$ cat config.mk
export PLATFORM = sky130hd
export DESIGN_NAME = id_exe_stage
export DESIGN_NICKNAME = d
export VERILOG_FILES = /design/src/rtl/id_exe_stage.sv
export SDC_FILE = /design/constraint.sdc
export NUM_CORES = 1
export LEC_CHECK = 0
export ABC_AREA = 1
export CORE_AREA = 2 2 171 157
export CTS_CLUSTER_SIZE = 20
export DETAILED_ROUTE_END_ITERATION = 7
export DIE_AREA = 0 0 173 159
export GPL_TIMING_DRIVEN = 0
export PLACE_DENSITY_LB_ADDON = 0.05
export SLEW_MARGIN = 20
export SYNTH_ARGS = -nofsm -noshare
export SYNTH_HDL_FRONTEND = slang
export SYNTH_SLANG_ARGS = --single-unit
$ cat constraint.sdc
create_clock -name clk -period 4.15 [get_ports clk]
set_clock_uncertainty 0.05 [all_clocks]
set_input_delay 0.83 -clock clk [delete_from_list [all_inputs] [get_ports clk]]
set_output_delay 0.83 -clock clk [all_outputs]
set_load 0.05 [all_outputs]
$ cat src/rtl/id_exe_stage.sv
// ID->EXE pipeline register with MEM/WB operand forwarding, load-use
// hazard detection and bubble insertion for the 5-stage core.

package defines;
  localparam int WORD_LEN = 32;

  // ALU operation select; EXE_ADD is the idle/bubble command.
  typedef enum logic [3:0] {
    EXE_ADD  = 4'd0,
    EXE_SUB  = 4'd1,
    EXE_AND  = 4'd2,
    EXE_OR   = 4'd3,
    EXE_XOR  = 4'd4,
    EXE_SLL  = 4'd5,
    EXE_SRL  = 4'd6,
    EXE_SRA  = 4'd7,
    EXE_SLT  = 4'd8,
    EXE_SLTU = 4'd9,
    EXE_MOV  = 4'd10,
    EXE_NOT  = 4'd11
  } execmd_t;
endpackage

module id_exe_stage #(
  parameter int WORD_LEN   = defines::WORD_LEN,
  parameter int REG_ADDR_W = 5
) (
  input  logic                  clk,
  input  logic                  rst_n,
  input  logic                  id_valid,
  input  defines::execmd_t      id_exe_cmd,
  input  logic [WORD_LEN-1:0]   id_rs1_val,
  input  logic [WORD_LEN-1:0]   id_rs2_val,
  input  logic [REG_ADDR_W-1:0] id_rs1_addr,
  input  logic [REG_ADDR_W-1:0] id_rs2_addr,
  input  logic [WORD_LEN-1:0]   id_imm,
  input  logic                  id_use_imm,
  input  logic [REG_ADDR_W-1:0] id_rd_addr,
  input  logic                  id_wb_en,
  input  logic                  id_mem_read,
  input  logic                  id_mem_write,
  input  logic                  flush,
  input  logic [REG_ADDR_W-1:0] mem_rd_addr,
  input  logic                  mem_wb_en,
  input  logic                  mem_mem_read,
  input  logic [WORD_LEN-1:0]   mem_aluout,
  input  logic [REG_ADDR_W-1:0] wb_rd_addr,
  input  logic                  wb_wb_en,
  input  logic [WORD_LEN-1:0]   wb_data,
  output logic                  id_stall,
  output logic                  exe_valid,
  output defines::execmd_t      exe_cmd,
  output logic [WORD_LEN-1:0]   val1,
  output logic [WORD_LEN-1:0]   val2,
  output logic [WORD_LEN-1:0]   exe_st_data,
  output logic [REG_ADDR_W-1:0] exe_rd_addr,
  output logic                  exe_wb_en,
  output logic                  exe_mem_read,
  output logic                  exe_mem_write
);

  // EXE-stage pipeline registers
  logic                  valid_reg;
  defines::execmd_t      cmd_reg;
  logic [WORD_LEN-1:0]   rs1_val_reg;
  logic [WORD_LEN-1:0]   rs2_val_reg;
  logic [REG_ADDR_W-1:0] rs1_addr_reg;
  logic [REG_ADDR_W-1:0] rs2_addr_reg;
  logic [WORD_LEN-1:0]   imm_reg;
  logic                  use_imm_reg;
  logic [REG_ADDR_W-1:0] rd_addr_reg;
  logic                  wb_en_reg;
  logic                  mem_read_reg;
  logic                  mem_write_reg;

  logic                  hz;
  logic                  rs1_conflict;
  logic                  rs2_conflict;

  // Per-operand forwarding sources: index 0 is rs1, index 1 is rs2.
  logic [REG_ADDR_W-1:0] src_addr [2];
  logic [WORD_LEN-1:0]   src_val  [2];
  logic [WORD_LEN-1:0]   fwd_val  [2];

  // Load-use hazard: a load in EXE whose rd is consumed by the ID instruction.
  // rs2 only counts when ID actually reads it (register operand or store data).
  always_comb begin
    rs1_conflict = (rd_addr_reg == id_rs1_addr);
    rs2_conflict = (rd_addr_reg == id_rs2_addr) && (!id_use_imm || id_mem_write);
    hz = id_valid && valid_reg && mem_read_reg && (rd_addr_reg != '0) &&
         (rs1_conflict || rs2_conflict);
  end

  // A flush kills the ID instruction anyway, so there is nothing to hold for.
  assign id_stall = hz && !flush;

  // Pipeline register update: reset, flush and load-use all load the same
  // bubble; otherwise capture ID with its enables gated by id_valid.
  always_ff @(posedge clk) begin
    if (!rst_n || flush || hz) begin
      valid_reg     <= 1'b0;
      cmd_reg       <= defines::EXE_ADD;
      rs1_val_reg   <= '0;
      rs2_val_reg   <= '0;
      rs1_addr_reg  <= '0;
      rs2_addr_reg  <= '0;
      imm_reg       <= '0;
      use_imm_reg   <= 1'b0;
      rd_addr_reg   <= '0;
      wb_en_reg     <= 1'b0;
      mem_read_reg  <= 1'b0;
      mem_write_reg <= 1'b0;
    end else begin
      valid_reg     <= id_valid;
      cmd_reg       <= id_exe_cmd;
      rs1_val_reg   <= id_rs1_val;
      rs2_val_reg   <= id_rs2_val;
      rs1_addr_reg  <= id_rs1_addr;
      rs2_addr_reg  <= id_rs2_addr;
      imm_reg       <= id_imm;
      use_imm_reg   <= id_use_imm;
      rd_addr_reg   <= id_rd_addr;
      wb_en_reg     <= id_valid && id_wb_en;
      mem_read_reg  <= id_valid && id_mem_read;
      mem_write_reg <= id_valid && id_mem_write;
    end
  end

  assign src_addr[0] = rs1_addr_reg;
  assign src_addr[1] = rs2_addr_reg;
  assign src_val[0]  = rs1_val_reg;
  assign src_val[1]  = rs2_val_reg;

  // Forwarding muxes: MEM beats WB; x0 and loads still in MEM never forward.
  generate
    for (genvar gi = 0; gi < 2; gi++) begin : g_fwd
      logic mem_hit;
      logic wb_hit;

      assign mem_hit = mem_wb_en && !mem_mem_read && (mem_rd_addr != '0) &&
                       (mem_rd_addr == src_addr[gi]);
      assign wb_hit  = wb_wb_en && (wb_rd_addr != '0) &&
                       (wb_rd_addr == src_addr[gi]);
      assign fwd_val[gi] = mem_hit ? mem_aluout :
                           wb_hit  ? wb_data    : src_val[gi];
    end
  endgenerate

  assign val1          = fwd_val[0];
  assign val2          = use_imm_reg ? imm_reg : fwd_val[1];
  assign exe_st_data   = fwd_val[1];
  assign exe_valid     = valid_reg;
  assign exe_cmd       = cmd_reg;
  assign exe_rd_addr   = rd_addr_reg;
  assign exe_wb_en     = wb_en_reg && valid_reg;
  assign exe_mem_read  = mem_read_reg && valid_reg;
  assign exe_mem_write = mem_write_reg && valid_reg;

endmodule

Figure 1. Floorplan with the power grid (run 1).
The bar under the picture is 50 um long. Pins as bars on the die edge. Tap cells in grey.
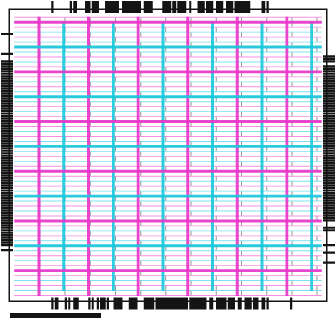
- magenta: VSS
- cyan: VDD
- met4 straps: 12
- met1 rails: 57
- rows: 56
Die Height: 159 um
total core area: 25640 um2
maximum VDD drop: 0.0002241 V
horizontal die dimension: 173 um

Figure 2. Placement by cell class (run 1).
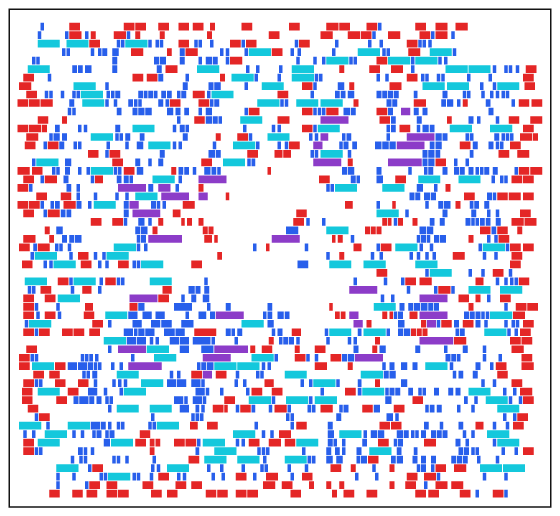
- purple: clock drivers and dummy loads (cells 32)
- blue: all other logic (cells 814)
- red: other buffers and delay cells (cells 368)
- cyan: flops (cells 120)
Std-Cell Rows: 56
fraction of area in registers: 0.2288

Figure 3. Clock network drawn from the DEF (run 1).
The bar under the picture is 50 um long.
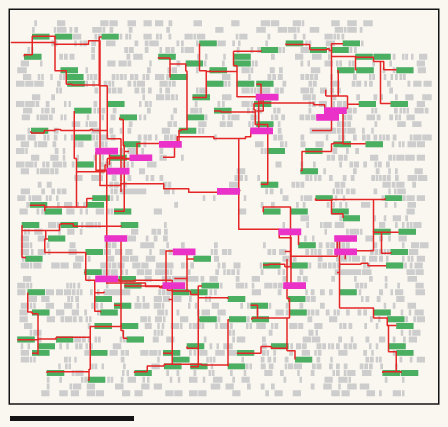
- green: flip-flops (count 120)
- magenta: cells driving clock nets (count 17)
- red: clock wires (length 2150 um)
- routed clock nets: 18
Clk Latency, worst-skew pair: 0.42 ns
power drawn by the clock network: 1710 uW
clock share of power: 0.459

==> results.py, run 1 <==
# Generated from Yosys and OpenROAD reports
metrics = {
    "global_routing": {
        "grt_overflow_total": 0,
        "global_route.peak_usage_layer": "met2",
        "met2_usage": 0.3100,
        "m1_gr_usage": 0.2472,
        "first_global_vias": 7092,
    },
    "floorplanning": {
        "fp-utilization": 0.2476,
        "die_area_um2": 27510,
        "floorplan.tapcells": 348,
    },
    "final_timing": {
        "fin_setup_tns_ns": 0,
        "finalSetupViolations": 0,
        "worst_slew_margin_rel": 0.5427,
        "timing.final.crit_share": 0.9530,
        "setup_repair_after_global_routing_missed_its_margin": "false",
        "maxClockFrequency_mhz": 252.8,
        "layout_setup_ws_ns": 0.1950,
    },
    "synth": {
        "yosysChipArea_um2": 6349,
        "synth_warnings": 0,
        "async_flop_share": 0,
        "topCellsByArea": "sky130_fd_sc_hd__dfxtp_1 (38%), sky130_fd_sc_hd__inv_1 (13%), sky130_fd_sc_hd__nand3_1 (13%)",
        "synth.top_cells.by_count": "sky130_fd_sc_hd__inv_1 (225), sky130_fd_sc_hd__nand3_1 (164), sky130_fd_sc_hd__nand2_1 (152)",
        "yosys_most_used_dff": "sky130_fd_sc_hd__dfxtp_1",
        "ys_sh_adder": 0,
        "yosys.cell_types.count": 27,
        "edf_count": 0,
        "synthCells": 989,
        "synthesis.area_um2": 6349,
    },
    "final_layout": {
        "final_layout_top_logic_cell": "sky130_fd_sc_hd__inv_1",
        "buffers": 368,
        "layout.area.top_class": "non-clock buffers",
        "clkbuf_count": 17,
        "seq_cell_count": 120,
        "layout.cells.non_filler": 1682,
        "layout-area-overhead-vs-synth_pct": 65.41,
        "final_layout_size_suffix_gt1_frac": 0.1387,
    },
    "drt": {
        "dr.max_layer_used": "met5",
        "totalWireLength_um": 26110,
        "dr.pass1.iters": 4,
        "ant_nets": 0,
        "wl_met3_um": 1819,
    },
    "setup_path": {
        "path_buffers": 3,
        "cp_slowest_stage_delay_ns": 0.55,
        "r2r_end": "imm_reg[6]",
        "reg2reg_depth": 9,
        "crit_chain": "clkdlybuf4s50_1, xnor2_1, nand2_1, nor3_2, nand3_2, clkbuf_1, o21ai_1, clkdlybuf4s15_2",
    },
    "clock_network": {
        "cts-buffers-inserted": 17,
        "cts-root-buf": "sky130_fd_sc_hd__clkbuf_16",
    },
    "pwr": {
        "power-per-cell-area_nw_per_um2": 354.6,
        "swShare": 0.3004,
        "p_leak_uw": 0.005252,
        "power.switching_uw": 1119,
        "power_top_consumer": "clock",
        "seqPwrFrac": 0.326,
    },
    "run_status": {
        "status": "finished clean",
    },
    "hold_path": {
        "hold_path_class": "in2reg",
        "whs_path_depth": 3,
        "hp-start": "id_rd_addr[3]",
    },
    "placement": {
        "placed_cell_area_um2": 9877,
        "pre_cts_setup_slack_ns": -0.6032,
    },
}
## Run 2: what changed since run 1
--- a/config.mk
+++ b/config.mk
@@ -6,10 +6,10 @@
 export NUM_CORES = 1
 export LEC_CHECK = 0
 export ABC_AREA = 1
-export CORE_AREA = 2 2 171 157
+export CORE_AREA = 2 2 130 119
 export CTS_CLUSTER_SIZE = 20
 export DETAILED_ROUTE_END_ITERATION = 7
-export DIE_AREA = 0 0 173 159
+export DIE_AREA = 0 0 132 121
 export GPL_TIMING_DRIVEN = 0
 export PLACE_DENSITY_LB_ADDON = 0.05
 export SLEW_MARGIN = 20
Figure 4. Placement by cell class (run 2).
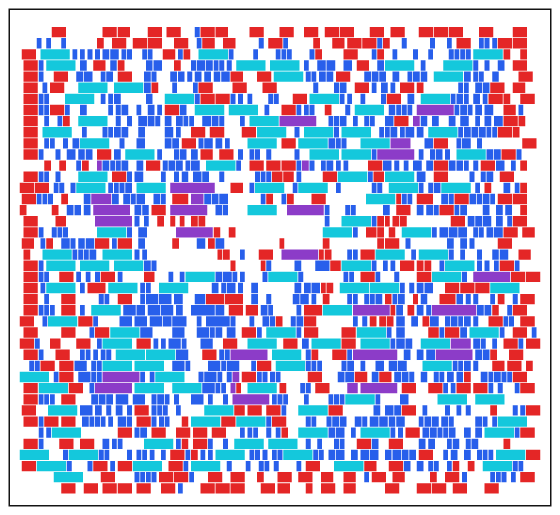
- cyan: flops (cells 120)
- red: other buffers and delay cells (cells 365)
- purple: clock drivers and dummy loads (cells 30)
- blue: all other logic (cells 813)
design area: 10040 um2
fraction of area in registers: 0.2392

==> results.py, run 2 <==
# Generated from Yosys and OpenROAD reports
metrics = {
    "hold_path": {
        "hold_path_class": "in2reg",
        "hp-start": "id_rs1_val[4]",
        "whs_path_depth": 3,
    },
    "clock_network": {
        "clk-insertion-delay-late_ns": 0.42,
        "cts_setup_buffers": 0,
        "clkTransAtPathRegs_ns": 0.06,
        "cts-buffers-inserted": 17,
        "cts-root-buf": "sky130_fd_sc_hd__clkbuf_16",
    },
    "pwr": {
        "p_leak_uw": 0.005342,
        "power_top_consumer": "clock",
        "seqPwrFrac": 0.348,
        "p_clk_uw": 1510,
        "power-per-cell-area_nw_per_um2": 348.2,
        "ir_worst_vdd_v": 0.0003016,
        "swShare": 0.2875,
        "clkPwrFrac": 0.431,
        "power.switching_uw": 1005,
    },
    "synth": {
        "portion_of_the_post_synthesis_area_used_by_sequential_elements": 0.3784,
        "async_flop_share": 0,
        "ys_sh_adder": 0,
        "mux_area_frac": 0,
        "yosys_most_used_dff": "sky130_fd_sc_hd__dfxtp_1",
        "yosysChipArea_um2": 6349,
        "synthCells": 989,
        "synthesis.area_um2": 6349,
        "synth.top_cells.by_count": "sky130_fd_sc_hd__inv_1 (225), sky130_fd_sc_hd__nand3_1 (164), sky130_fd_sc_hd__nand2_1 (152)",
        "topCellsByArea": "sky130_fd_sc_hd__dfxtp_1 (38%), sky130_fd_sc_hd__inv_1 (13%), sky130_fd_sc_hd__nand3_1 (13%)",
        "yosys.cell_types.count": 27,
        "synth_warnings": 0,
        "edf_count": 0,
    },
    "floorplanning": {
        "die_area_um2": 15970,
        "fp-utilization": 0.4361,
        "std_cell_rows": 42,
        "horizontal_die_dimension_um": 132,
        "fp.dieH_um": 121,
        "core_um2": 14560,
        "floorplan.tapcells": 198,
    },
    "global_routing": {
        "grt_overflow_total": 0,
        "first_global_vias": 6768,
        "m1_gr_usage": 0.3332,
        "grt_util_met3": 0.1032,
        "met2_usage": 0.4688,
        "global_route.peak_usage_layer": "met2",
    },
    "final_timing": {
        "timing.final.crit_share": 0.9743,
        "maxClockFrequency_mhz": 247.3,
        "layout_setup_ws_ns": 0.1067,
        "finalSetupViolations": 0,
        "worst_slew_margin_rel": 0.5889,
        "setup_repair_after_global_routing_missed_its_margin": "false",
        "fin_setup_tns_ns": 0,
    },
    "setup_path": {
        "path_buffers": 2,
        "cp_slowest_stage_delay_ns": 0.60,
        "timing_worst_setup_path_type": "in2out",
        "reg2reg_depth": 9,
        "critPathCaptureType": "output pin",
        "crit_chain": "clkdlybuf4s50_1, nor2_1, nand3_1, nand2_2, nor3_4, nand2_2, nand2_1, nand3_1, o21ai_0, dlygate4sd2_1",
        "cp_data_arrival_time_ns": 3.16,
        "r2r_end": "rs2_val_reg[19]",
    },
    "final_layout": {
        "final_layout_top_logic_cell": "sky130_fd_sc_hd__inv_1",
        "layout.cells.non_filler": 1526,
        "clkbuf_count": 22,
        "antenna_cells_inserted": 0,
        "final_layout_size_suffix_gt1_frac": 0.09714,
        "buffers": 365,
    },
    "placement": {
        "pre_cts_setup_slack_ns": -0.3442,
        "placed_cell_area_um2": 9689,
    },
    "run_status": {
        "status": "finished clean",
    },
    "drt": {
        "wl_met3_um": 2253,
        "ant_nets": 0,
        "dr.max_layer_used": "met4",
    },
}
Figure 5. Wiring by layer (run 2).
The bar under the picture is 50 um long. Two of the layers only.
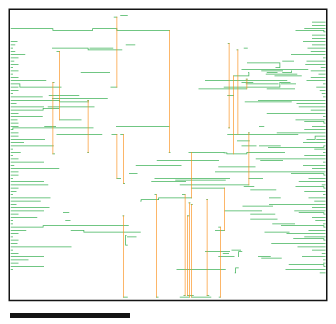
- orange: met4 (wire length 665 um)
- green: met3 (wire length 2250 um)
wire per inst: 14.81 um
GRT Total Usage: 0.2812

## Run 3: what changed since run 2
--- a/config.mk
+++ b/config.mk
@@ -6,11 +6,12 @@
 export NUM_CORES = 1
 export LEC_CHECK = 0
 export ABC_AREA = 1
-export CORE_AREA = 2 2 130 119
+export CORE_AREA = 2 2 159 99
 export CTS_CLUSTER_SIZE = 20
 export DETAILED_ROUTE_END_ITERATION = 7
-export DIE_AREA = 0 0 132 121
+export DIE_AREA = 0 0 161 101
 export GPL_TIMING_DRIVEN = 0
+export MAX_ROUTING_LAYER = met4
 export PLACE_DENSITY_LB_ADDON = 0.05
 export SLEW_MARGIN = 20
 export SYNTH_ARGS = -nofsm -noshare
Figure 6. Placement by cell class (run 3).
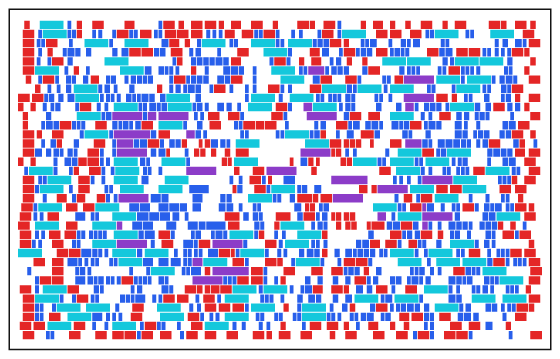
- purple: clock drivers and dummy loads (cells 32)
- red: other buffers and delay cells (cells 365)
- blue: all other logic (cells 813)
- cyan: flops (cells 120)
total core area: 14890 um2
design area: 9977 um2
Std-Cell Rows: 35

==> results.py, run 3 <==
# Generated from Yosys and OpenROAD reports
metrics = {
    "global_routing": {
        "first_global_vias": 6725,
        "grt_overflow_total": 0,
        "met2_usage": 0.4500,
        "global_route.peak_usage_layer": "met2",
        "grt_util_met3": 0.05923,
        "m1_gr_usage": 0.3714,
    },
    "final_timing": {
        "timing.final.crit_share": 0.9775,
        "layout_setup_ws_ns": 0.09347,
        "hold_ws_ns": 0.8842,
        "worst_slew_margin_rel": 0.5685,
        "fin_setup_tns_ns": 0,
        "finalSetupViolations": 0,
        "maxClockFrequency_mhz": 246.5,
    },
    "floorplanning": {
        "floorplan.tapcells": 203,
        "horizontal_die_dimension_um": 161,
        "die_area_um2": 16260,
        "fp.dieH_um": 101,
    },
    "final_layout": {
        "antenna_cells_inserted": 0,
        "top_layout_cells": "sky130_fd_sc_hd__inv_1 (225), sky130_fd_sc_hd__clkdlybuf4s50_1 (213), sky130_fd_sc_hd__nand3_1 (164), sky130_fd_sc_hd__nand2_1 (152), sky130_fd_sc_hd__nor2_1 (131)",
        "buffers": 365,
        "n_multi_input_combinational_cell": 587,
        "final_layout_size_suffix_gt1_frac": 0.1150,
        "clkbuf_count": 21,
        "final_layout_top_logic_cell": "sky130_fd_sc_hd__inv_1",
        "seq_share": 0.2408,
        "layout.area.top_class": "non-clock buffers",
        "layout.cells.non_filler": 1533,
    },
    "pwr": {
        "power.switching_uw": 1036,
        "p_clk_uw": 1540,
        "swShare": 0.2933,
        "p_leak_uw": 0.005286,
        "power_top_consumer": "clock",
        "seqPwrFrac": 0.344,
        "ir_worst_vdd_v": 0.0002071,
        "clkPwrFrac": 0.437,
        "power-per-cell-area_nw_per_um2": 353.9,
    },
    "setup_path": {
        "cp_slowest_stage_delay_ns": 0.54,
        "cp_data_arrival_time_ns": 3.18,
        "crit_chain": "clkdlybuf4s50_1, xor2_1, nor2_2, nand3b_1, buf_2, nand3_1, and2_1, dlygate4sd2_1",
        "timing_worst_setup_path_type": "in2out",
        "critPathCaptureType": "output pin",
        "path_buffers": 3,
        "r2r_end": "imm_reg[14]",
        "reg2reg_depth": 9,
        "critPathRequiredTime_ns": 3.27,
    },
    "synth": {
        "yosysChipArea_um2": 6349,
        "ys_sh_adder": 0,
        "topCellsByArea": "sky130_fd_sc_hd__dfxtp_1 (38%), sky130_fd_sc_hd__inv_1 (13%), sky130_fd_sc_hd__nand3_1 (13%)",
        "yosys.cell_types.count": 27,
        "edf_count": 0,
        "mux_area_frac": 0,
        "synthesis.area_um2": 6349,
        "synthCells": 989,
        "async_flop_share": 0,
        "yosys_most_used_dff": "sky130_fd_sc_hd__dfxtp_1",
        "synth.top_cells.by_count": "sky130_fd_sc_hd__inv_1 (225), sky130_fd_sc_hd__nand3_1 (164), sky130_fd_sc_hd__nand2_1 (152)",
    },
    "clock_network": {
        "cts-buffers-inserted": 17,
        "clkTransAtPathRegs_ns": 0.06,
        "clock_tree.htree_level_count": 4,
        "clk-insertion-delay-late_ns": 0.41,
        "cts-root-buf": "sky130_fd_sc_hd__clkbuf_16",
        "cts_setup_buffers": 0,
    },
    "placement": {
        "pre_cts_setup_slack_ns": -0.2664,
        "placed_cell_area_um2": 9696,
        "port-buffer-count": 309,
    },
    "hold_path": {
        "hp-start": "id_rd_addr[4]",
        "hold_path_class": "in2reg",
    },
    "drt": {
        "wl_met3_um": 1873,
        "dr.max_layer_used": "met4",
        "ant_nets": 0,
        "wire_per_inst_um": 14.99,
    },
    "run_status": {
        "status": "finished clean",
    },
}
Figure 7. Wiring by layer (run 3).
The bar under the picture is 50 um long. Two of the layers only.
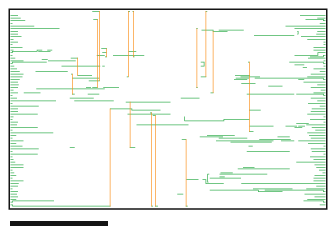
- green: met3 (wire length 1870 um)
- orange: met4 (wire length 480 um)
GRT Total Usage: 0.2857
final wirelength: 22980 um

Power and IR drop assume default switching activity.
